==> src/rtl/mips_mem_pkg.sv <==
// rtl/mips_mem_pkg.sv - shared encodings and constants for the MIPS memory access stage
//
// Contents:
//   state_t         access FSM encoding (IDLE, BUSY, DONE)
//   target_t        destination of read data (none, IR, MDR)
//   OP_MSB/OP_LSB   opcode field position inside the instruction word
//   TIMEOUT_DEFAULT default abort limit in BUSY cycles
//   CTR_WIDTH       width of the timeout counter
package mips_mem_pkg;

    typedef enum logic [1:0] {
        IDLE = 2'b00,
        BUSY = 2'b01,
        DONE = 2'b10
    } state_t;

    typedef enum logic [1:0] {
        TGT_NONE = 2'b00,
        TGT_IR   = 2'b01,
        TGT_MDR  = 2'b10
    } target_t;

    localparam int OP_MSB = 31;
    localparam int OP_LSB = 26;

    localparam int unsigned TIMEOUT_DEFAULT = 255;
    localparam int          CTR_WIDTH       = 8;

endpackage

==> src/rtl/mem_timeout_ctr.sv <==
// rtl/mem_timeout_ctr.sv - BUSY-cycle counter that flags an access timeout
//
// Ports:
//   clk      in   system clock, rising edge
//   reset    in   asynchronous active-high reset, count -> 0
//   clear    in   restart the count at 0 (new access issued)
//   enable   in   count one BUSY cycle
//   expired  out  this BUSY cycle brings the count to TIMEOUT
module mem_timeout_ctr
    import mips_mem_pkg::*;
#(
    parameter int unsigned TIMEOUT = TIMEOUT_DEFAULT
) (
    input  logic clk,
    input  logic reset,
    input  logic clear,
    input  logic enable,
    output logic expired
);

    localparam logic [CTR_WIDTH-1:0] LIMIT = CTR_WIDTH'(TIMEOUT);

    logic [CTR_WIDTH-1:0] count;
    logic [CTR_WIDTH-1:0] count_inc;

    assign count_inc = count + 1'b1;

    always_ff @(posedge clk or posedge reset) begin
        if (reset) begin
            count <= '0;
        end else if (clear) begin
            count <= '0;
        end else if (enable) begin
            count <= count_inc;
        end
    end

    // The count holds the number of BUSY cycles already completed, so the
    // increment taken in the current cycle is the one that reaches TIMEOUT.
    // This makes the access abort after exactly TIMEOUT BUSY cycles.
    assign expired = enable && (count_inc == LIMIT);

endmodule

==> src/rtl/mem_access_unit.sv <==
// rtl/mem_access_unit.sv - multicycle MIPS memory stage: req/ack memory port, IR and MDR
//
// Ports:
//   clk, reset              clock (rising edge), asynchronous active-high reset
//   i_or_d                  address select: 0 = pc, 1 = alu_out
//   ir_write                fetch request, read data loads IR
//   mem_read                load request, read data loads MDR
//   mem_write               store request
//   pc, alu_out, write_data fetch address, data address, store data
//   mem_req, mem_we         registered memory request and write enable
//   mem_addr, mem_wdata     registered address and store data
//   mem_rdata, mem_ack      read data and single-cycle completion pulse
//   instr, op               IR contents and its opcode field
//   mem_data                MDR contents
//   stall                   hold the control FSM while an access is pending
//   timeout_err             sticky flag, an access was aborted with no ack
module mem_access_unit
    import mips_mem_pkg::*;
#(
    parameter int          ADDR_WIDTH = 32,
    parameter int          DATA_WIDTH = 32,
    parameter int unsigned TIMEOUT    = TIMEOUT_DEFAULT
) (
    input  logic                  clk,
    input  logic                  reset,
    input  logic                  i_or_d,
    input  logic                  ir_write,
    input  logic                  mem_read,
    input  logic                  mem_write,
    input  logic [ADDR_WIDTH-1:0] pc,
    input  logic [ADDR_WIDTH-1:0] alu_out,
    input  logic [DATA_WIDTH-1:0] write_data,
    output logic                  mem_req,
    output logic                  mem_we,
    output logic [ADDR_WIDTH-1:0] mem_addr,
    output logic [DATA_WIDTH-1:0] mem_wdata,
    input  logic [DATA_WIDTH-1:0] mem_rdata,
    input  logic                  mem_ack,
    output logic [DATA_WIDTH-1:0] instr,
    output logic [5:0]            op,
    output logic [DATA_WIDTH-1:0] mem_data,
    output logic                  stall,
    output logic                  timeout_err
);

    state_t  state_q;
    state_t  state_d;
    target_t target_q;
    logic    req;
    logic    expired;
    logic    start;

    assign req   = ir_write | mem_read | mem_write;
    assign start = (state_q == IDLE) && req;
    assign stall = start || (state_q == BUSY);
    assign op    = instr[OP_MSB:OP_LSB];

    mem_timeout_ctr #(
        .TIMEOUT (TIMEOUT)
    ) u_timeout_ctr (
        .clk     (clk),
        .reset   (reset),
        .clear   (start),
        .enable  (state_q == BUSY),
        .expired (expired)
    );

    always_ff @(posedge clk or posedge reset) begin
        if (reset) begin
            state_q <= IDLE;
        end else begin
            state_q <= state_d;
        end
    end

    // DONE always returns to IDLE: the controller advances on the DONE edge,
    // so a request still visible there belongs to the old access.
    always_comb begin
        state_d = state_q;
        case (state_q)
            IDLE:    if (req) state_d = BUSY;
            BUSY:    if (mem_ack || expired) state_d = DONE;
            DONE:    state_d = IDLE;
            default: state_d = IDLE;
        endcase
    end

    always_ff @(posedge clk or posedge reset) begin
        if (reset) begin
            mem_req     <= 1'b0;
            mem_we      <= 1'b0;
            mem_addr    <= '0;
            mem_wdata   <= '0;
            instr       <= '0;
            mem_data    <= '0;
            timeout_err <= 1'b0;
            target_q    <= TGT_NONE;
        end else begin
            case (state_q)
                IDLE: begin
                    if (req) begin
                        mem_req   <= 1'b1;
                        mem_we    <= mem_write;
                        mem_addr  <= i_or_d ? alu_out : pc;
                        mem_wdata <= write_data;
                        // A store suppresses any read request raised with it.
                        if (mem_write) begin
                            target_q <= TGT_NONE;
                        end else if (ir_write) begin
                            target_q <= TGT_IR;
                        end else begin
                            target_q <= TGT_MDR;
                        end
                    end
                end
                BUSY: begin
                    // ack is tested first so a coincident timeout is ignored
                    if (mem_ack) begin
                        mem_req <= 1'b0;
                        mem_we  <= 1'b0;
                        if (target_q == TGT_IR) begin
                            instr <= mem_rdata;
                        end else if (target_q == TGT_MDR) begin
                            mem_data <= mem_rdata;
                        end
                    end else if (expired) begin
                        mem_req     <= 1'b0;
                        mem_we      <= 1'b0;
                        timeout_err <= 1'b1;
                    end
                end
                default: begin
                end
            endcase
        end
    end

endmodule

==> config.mk <==
export PLATFORM = sky130hd
export DESIGN_NAME = mem_access_unit
export DESIGN_NICKNAME = d
export VERILOG_FILES = /design/src/rtl/mips_mem_pkg.sv /design/src/rtl/mem_timeout_ctr.sv /design/src/rtl/mem_access_unit.sv
export SDC_FILE = /design/constraint.sdc
export NUM_CORES = 1
export LEC_CHECK = 0
export CAP_MARGIN = 20
export CORE_MARGIN = 5
export CORE_UTILIZATION = 25
export CTS_BUF_LIST = sky130_fd_sc_hd__clkbuf_2
export DETAILED_ROUTE_END_ITERATION = 8
export SYNTH_ARGS = -nofsm -noshare
export SYNTH_HDL_FRONTEND = slang
export SYNTH_SLANG_ARGS = --single-unit
==> constraint.sdc <==
create_clock -name clk -period 12.9 [get_ports clk]
set_input_delay 3.225 -clock clk [delete_from_list [all_inputs] [get_ports clk]]
set_output_delay 3.225 -clock clk [all_outputs]
set_load 0.05 [all_outputs]
==> run_1/clk_routes.png <==
Scale bar: 50 µm.
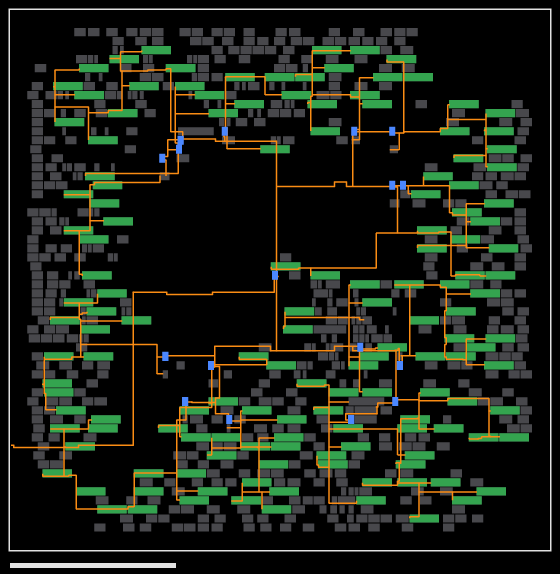
flip-flops -> green  # count 143
clock wires -> orange  # length 2060 µm
clock drivers -> blue  # count 17
flops lie = spread over the die

==> run_1/placement_by_type.png <==
Scale bar: 50 µm.
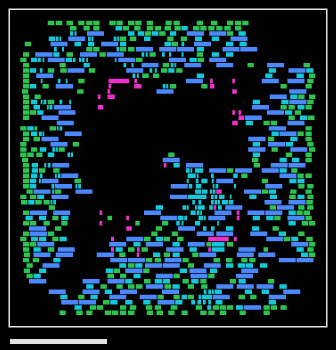
combinational and other logic -> cyan  # cells 257
clock drivers and dummy loads -> magenta  # cells 32
sequential cells -> blue  # cells 143
remaining buffers and delay cells -> green  # cells 276
final non-filler cell area: 9106 µm²
fraction of the core area covered by cells at the end of the flow: 0.3915
flop share of the area: 0.3930

==> run_1/congestion.png <==
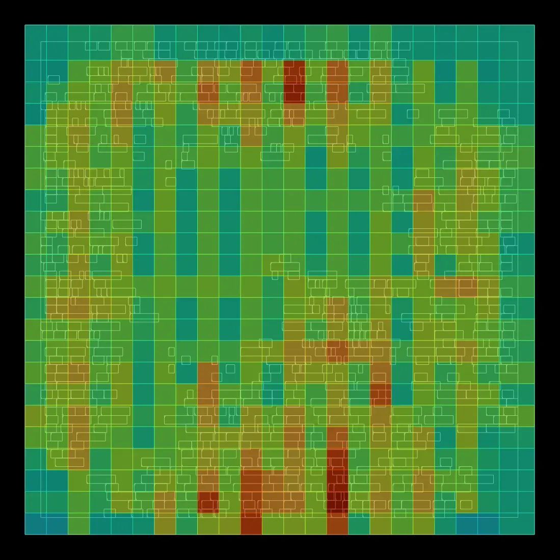
GR Layer Usage met3: 0.04567
most used routing layer: met2
grt met2 use: 0.1996
routed len/inst: 15.58 µm
routing usage on met1: 0.1441

==> impl_summary.log, run 1 <==
[flow] final metrics
INFO  metric chipWidth = 163.1 µm
INFO  metric hold_viol = 0
INFO  metric floorplan.rows = 56
INFO  metric cts_root_buf = clkbuf_2
INFO  metric total_die_area = 26600 µm²
INFO  metric total_leakage_power = 3.738 nW
INFO  metric grt-ovfl-total = 0
INFO  metric initial_core_util = 0.2519
INFO  metric final_max_slew_viol_count = 0
INFO  metric wire_length_of_the_first_global_routing_pass = 24810 µm
INFO  metric synthArstFlopShare = 1.000
INFO  metric max_cap_violations = 0
INFO  metric power_density = 297.6 nW/µm²
INFO  metric mappedNetlistNets = 567
INFO  metric cts_max_path_bufs = 2
INFO  metric htree_num_levels = 4
INFO  metric drtPass1Iterations = 4
INFO  metric status = completed
INFO  metric regToRegSetupSlack = 10.19 ns
INFO  metric most_used_flip_flop_cell_after_synthesis = dfrtp_1
INFO  metric worstHoldPathType = register to register
INFO  metric ys_warn_count = 0
INFO  metric setup_repair_after_global_routing_missed_its_margin = no
INFO  metric final_cell_mix = clkdlybuf4s50_1, dfrtp_1, mux2_2
INFO  metric antenna_found_initial = 0
INFO  metric final_layout_top_logic_cell = clkdlybuf4s50_1
INFO  metric yosys.stat.chipArea = 5859 µm²
INFO  metric synth_area = 5859 µm²
INFO  metric detailed_place.area = 8861 µm²
INFO  metric io_buffers = 272
INFO  metric insertion_delay = 0.68 ns
INFO  metric worst-endpoint-required = 9.68 ns
INFO  metric syn_area_per_cell = 13.63 µm²
INFO  metric numSynthFlops = 143
INFO  metric crit_path_time_final = 8.618 ns
INFO  metric tritoncts = yes
INFO  metric detail_route.wirelength = 16000 µm
INFO  metric cp-startpoint = mem_write
INFO  metric num_io_pins = 273
INFO  metric cts.sinks = 143
INFO  metric tool_warnings = 27
INFO  metric cp-start-kind = input port
INFO  metric num-nets-final = 832
INFO  metric cts_buffers = 17
INFO  metric worstHoldStart = timeout_err
INFO  metric final.setup.tns = 0 ns
INFO  metric min_period_over_period = 0.6681
INFO  metric grt_start_max_net_pins = 93
INFO  metric antenna_cells = 0
INFO  metric critical_path.reg2reg.startpoint = state_q[1]
INFO  metric cts.reportedPaths.clkPinSlew = 0.21 ns
INFO  metric finalWeightedCongestion = 0.7461
INFO  metric floorplan.core_area = 23260 µm²
INFO  metric layout.cells.non_filler = 1027
INFO  metric cts_setup_buffers = 0
INFO  metric maximum_resistive_drop_on_vdd = 0.1417 mV
INFO  metric routed_antenna_nets = 0
INFO  metric slew_headroom = 0.3918
INFO  metric worst_pin_slew = 0.9123 ns
INFO  metric clock.fmax = 116.0 MHz
INFO  metric edf_count = 0
INFO  metric final_setup_violation_count = 0
INFO  metric cts_hold_repair.buffers = 0
INFO  metric synth.lib_cells_used.distinct = 33
INFO  metric cp_data_arrival_time = 5.39 ns
INFO  metric drc = 0
INFO  metric numPlacedInstances = 995
INFO  metric finClkSkew = 0.02820 ns
INFO  metric crit_path_end_kind = output pin
INFO  metric ys_seq_share = 0.6107
INFO  metric vias = 4239
INFO  metric fraction_of_layout_cells_with_a_size_suffix_above_1 = 0.2034
INFO  metric grt.total_usage = 0.1194
INFO  metric via_per_inst = 4.128
INFO  metric chipHeight = 163.1 µm
INFO  metric ys_cells = 430
INFO  metric dpl_hpwl = 11850 µm
INFO  metric detailedRoute.firstIterationViolations = 156
INFO  metric timing_worst_setup_path_type = input port to output pin
INFO  metric postCtsResizedCells = 0
INFO  metric dp_slack = 4.255 ns
INFO  metric critical_path_peak_fanout = 20
INFO  metric synth_cells = 430
INFO  metric final_critical_path_setup_slack = 4.282 ns
INFO  metric grt_pass1_vias = 4463
INFO  metric final_layout_worst_hold_slack = 0.5097 ns
INFO  metric area.growth.synth_to_final = 55.41%
## run 1: per-layer routing
metal | wire, µm | up-vias
li1 | - | 2025
met1 | 6678 | 2040
met2 | 7874 | 160
met3 | 1244 | 14
met4 | 199 | 0
met5 | 0 | -
## run 1: worst max-delay path: stages
cell	delay, ns
clkdlybuf4s50_1	0.43
or2_2	0.31
o21a_4	0.31
nor2_1	0.30
inv_1	0.08
clkdlybuf4s50_1	0.74
## run 1: path summary, 6_finish.rpt
| check | depth (start not counted) | to |
|---|---|---|
| worst max-delay path | 6 | stall |
| max in group asynchronous | 3 | mem_addr[12] |
| worst min register to register | 1 | timeout_err |
| min in group asynchronous | 2 | mem_data[12] |
| worst max register to register | 5 | instr[2] |
| worst min-delay path | 1 | timeout_err |
## run 1: power breakdown
part | internal, mW | switching, mW | leakage [nW] | total [mW]
sequential | 0.661 | 0.117 | 1.70 | 0.778
combinational | 0.590 | 1.07 | 1.90 | 1.66
clock | 0.0932 | 0.179 | 0.147 | 0.272
## run 1: cells by family after synthesis
logic type | Yosys count | share of synthesized area
buffers and inverters | 33 | 0.03096
adder cells (fa/ha/maj) | 2 | 0.004270
XOR/XNOR | 3 | 0.004485
flip-flops | 143 | 0.6107
multiplexers | 129 | 0.2409
AND/OR/NAND/NOR | 62 | 0.05018
AND-OR/OR-AND | 58 | 0.05851
## run 1: through the flow
step	util	total power, mW
2_1_floorplan	-	1.894
4_1_cts	0.3915	2.756
5_1_grt	0.3915	2.853
6_report	0.3915	2.710
3_5_place_dp	0.3809	2.472
3_3_place_gp	0.3809	2.460
## run 1: Yosys cell counts, types with 2 or more instances
master	number	share of area
mux2i_1	33	0.056
nand3_1	3	0.0026
o22ai_1	3	0.0032
ha_1	2	0.0043
buf_1	2	0.0013
nor2b_1	2	0.0021
buf_2	7	0.0060
inv_1	3	0.0019
nor2_1	36	0.023
o21bai_1	2	0.0026
nor3b_2	2	0.0043
a21oi_1	38	0.032
clkbuf_1	8	0.0051
buf_4	13	0.017
nand2_1	10	0.0064
mux2_2	96	0.18
xor2_1	2	0.0030
o21ai_0	8	0.0068
dfrtp_1	143	0.61
nand2b_1	4	0.0043
## run 1: sequential cells by signal, summed over array words and instances (netlist names)
name	cells
timeout_err	1
mem_data	32
u_timeout_ctr.count	8
mem_we	1
state_q	2
mem_req	1
mem_addr	32
mem_wdata	32
target_q	2
instr	32
## run 1: final cells by class
cell class                 instances  area (µm²)
inverter                           3       16.27
clock inverter                    14       155.1
clock buffer                      18       90.09
tap                              319       399.1
multi-input combinational        254        2120
timing repair buffer             276        2748
sequential                       143        3578
fill                            2295       14160
--- run 2 (diff from run 1) ---
Clock period 12.9 ns to 9 ns, I/O delays scaled along.
==> run_2/clk_routes.png <==
Scale bar: 50 µm.
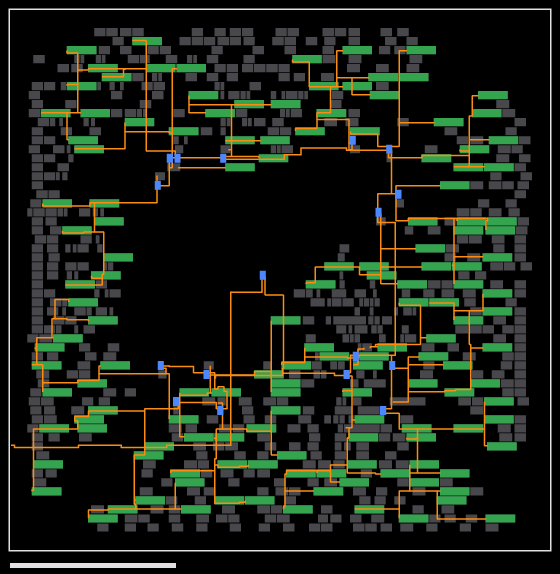
flip-flops -> green  # count 143
clock wires -> orange  # length 2100 µm
clock drivers -> blue  # count 17
flops lie = spread over the die

==> run_2/flops_by_reg.png <==
Scale bar: 50 µm.
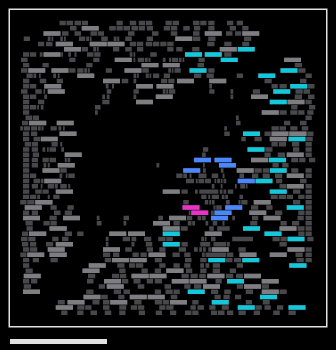
instr -> cyan  # placed flops 32
state_q -> magenta  # placed flops 2
u_timeout_ctr.count -> blue  # placed flops 8
not coloured = 101

==> impl_summary.log, run 2 <==
[flow] final metrics
INFO  metric cts_hold_repair.buffers = 0
INFO  metric power_density = 426.3 nW/µm²
INFO  metric total_leakage_power = 3.731 nW
INFO  metric drtPass1Iterations = 4
INFO  metric final_cell_mix = clkdlybuf4s50_1, dfrtp_1, mux2_2
INFO  metric io_buffers = 272
INFO  metric area.growth.synth_to_final = 55.48%
INFO  metric synthArstFlopShare = 1.000
INFO  metric final_max_slew_viol_count = 0
INFO  metric num-nets-final = 832
INFO  metric syn_area_per_cell = 13.63 µm²
INFO  metric drc = 0
INFO  metric final_setup_violation_count = 0
INFO  metric top_cell_area_share = 0.6107
INFO  metric path_buffers = 3
INFO  metric grt_pass1_vias = 4440
INFO  metric htree_num_levels = 4
INFO  metric finClkSkew = 0.02998 ns
INFO  metric cts.sinks = 143
INFO  metric worstHoldStart = timeout_err
INFO  metric synthTopCellsByArea = dfrtp_1, mux2_2, mux2i_1
INFO  metric cpMostUsedCell = clkdlybuf4s50_1
INFO  metric ys_cells = 430
INFO  metric ys_warn_count = 0
INFO  metric worstPathCellList = clkdlybuf4s50_1, or2_2, o21a_4, nor2_1, inv_1, clkdlybuf4s50_1
INFO  metric grt_start_max_net_pins = 86
INFO  metric wire_length_of_the_first_global_routing_pass = 24950 µm
INFO  metric crit_family = buffers and inverters
INFO  metric antenna_found_initial = 0
INFO  metric crit_slowest_cell = clkdlybuf4s50_1
INFO  metric yosysMostFrequentCell = dfrtp_1
INFO  metric timing_worst_setup_path_type = input port to output pin
INFO  metric synth.top_cells.by_count = dfrtp_1, mux2_2, a21oi_1, nor2_1, mux2i_1
INFO  metric floorplan.rows = 56
INFO  metric final_layout_top_logic_cell = clkdlybuf4s50_1
INFO  metric finalWeightedCongestion = 0.7127
INFO  metric grt-ovfl-total = 0
INFO  metric slew_headroom = 0.3766
INFO  metric grt.total_usage = 0.1196
INFO  metric critPathMaxStageDelay = 0.72 ns
INFO  metric numSynthFlops = 143
INFO  metric status = completed
INFO  metric detailed_place.area = 8861 µm²
INFO  metric min_period_over_period = 0.7347
INFO  metric yosys.stat.chipArea = 5859 µm²
INFO  metric postCtsResizedCells = 0
INFO  metric synth.largest_area_cell = dfrtp_1
INFO  metric finalInstanceArea = 9110 µm²
INFO  metric synth_cells = 430
INFO  metric max_cap_violations = 0
INFO  metric whs_endpoint = timeout_err
INFO  metric maximum_resistive_drop_on_vdd = 0.1440 mV
INFO  metric edf_count = 0
INFO  metric synth.lib_cells_used.distinct = 33
INFO  metric hold_viol = 0
INFO  metric regToRegSetupSlack = 6.44 ns
INFO  metric total_die_area = 26600 µm²
INFO  metric cts_setup_buffers = 0
INFO  metric chipHeight = 163.1 µm
INFO  metric initial_core_util = 0.2519
INFO  metric fillers = 2330
INFO  metric vias = 4263
INFO  metric chipWidth = 163.1 µm
INFO  metric crit_path_end_kind = output pin
INFO  metric cts_root_buf = clkbuf_2
INFO  metric num_io_pins = 273
INFO  metric synth_area = 5859 µm²
run 2: cell type report:
type	instances	area [µm²]	share of cell area
clock inverter	14	158.9	0.01744
multi-input combinational	254	2120	0.2327
tap	319	399.1	0.04381
sequential	143	3578	0.3928
inverter	3	16.27	0.001785
timing repair buffer	276	2748	0.3016
clock buffer	18	90.09	0.009889
run 2: worst max path at each step:
stage | endpoint | startpoint | slack [ns] | cells past startpoint
CTS | stall | mem_write | 2.35 | 6
floorplan | instr[0] | reset | 2.91 | 1
global placement | stall | mem_write | 2.37 | 6
detailed placement | stall | mem_write | 2.35 | 6
global route | stall | mem_write | 2.24 | 6
finish | stall | ir_write | 2.39 | 6
run 2: worst reg2reg max path, cell delays in order, from the launching register on:
cell     delay [ns]
dfrtp_1        0.46
nor2b_1        0.54
nand2_1        0.27
nor3b_4        0.38
buf_4          0.44
mux2_2         0.40
run 2: kinds of logic (layout without fill, tap and decap cells):
group,after synthesis,after routing,synth area share
DFF,143,143,0.6107
muxes,129,129,0.2409
and+or+nand+nor,62,62,0.05018
AOI/OAI and AO/OA,58,58,0.05851
buffers and inverters,33,311,0.03096
xor gates and xnor gates,3,3,0.004485
adders and majority gates,2,2,0.004270
run 2: routing by layer:
metal  routed length [µm]  GRT usage
met5                    0          0
met4                  244    0.03736
met3                 1208    0.04618
met2                 7900     0.1942
met1                 6656     0.1477
run 2: report_power, final:
group | total (mW) | switching (mW) | internal [mW]
Sequential | 1.12 | 0.170 | 0.947
Combinational | 2.37 | 1.53 | 0.846
Clock | 0.392 | 0.258 | 0.134
Total | 3.88 | 1.96 | 1.93
run 2: stage by stage:
step | instances | utilization | total power, mW | setup slack, ns
global route | 1027 | 0.3916 | 4.093 | 2.239
CTS | 1027 | 0.3916 | 3.947 | 2.354
global placement | 995 | 0.3809 | 3.519 | 2.370
detailed placement | 995 | 0.3809 | 3.539 | 2.353
finish | 1027 | 0.3916 | 3.883 | 2.388
floorplan | 430 | - | 2.714 | 2.912
Power and IR drop assume default switching activity.
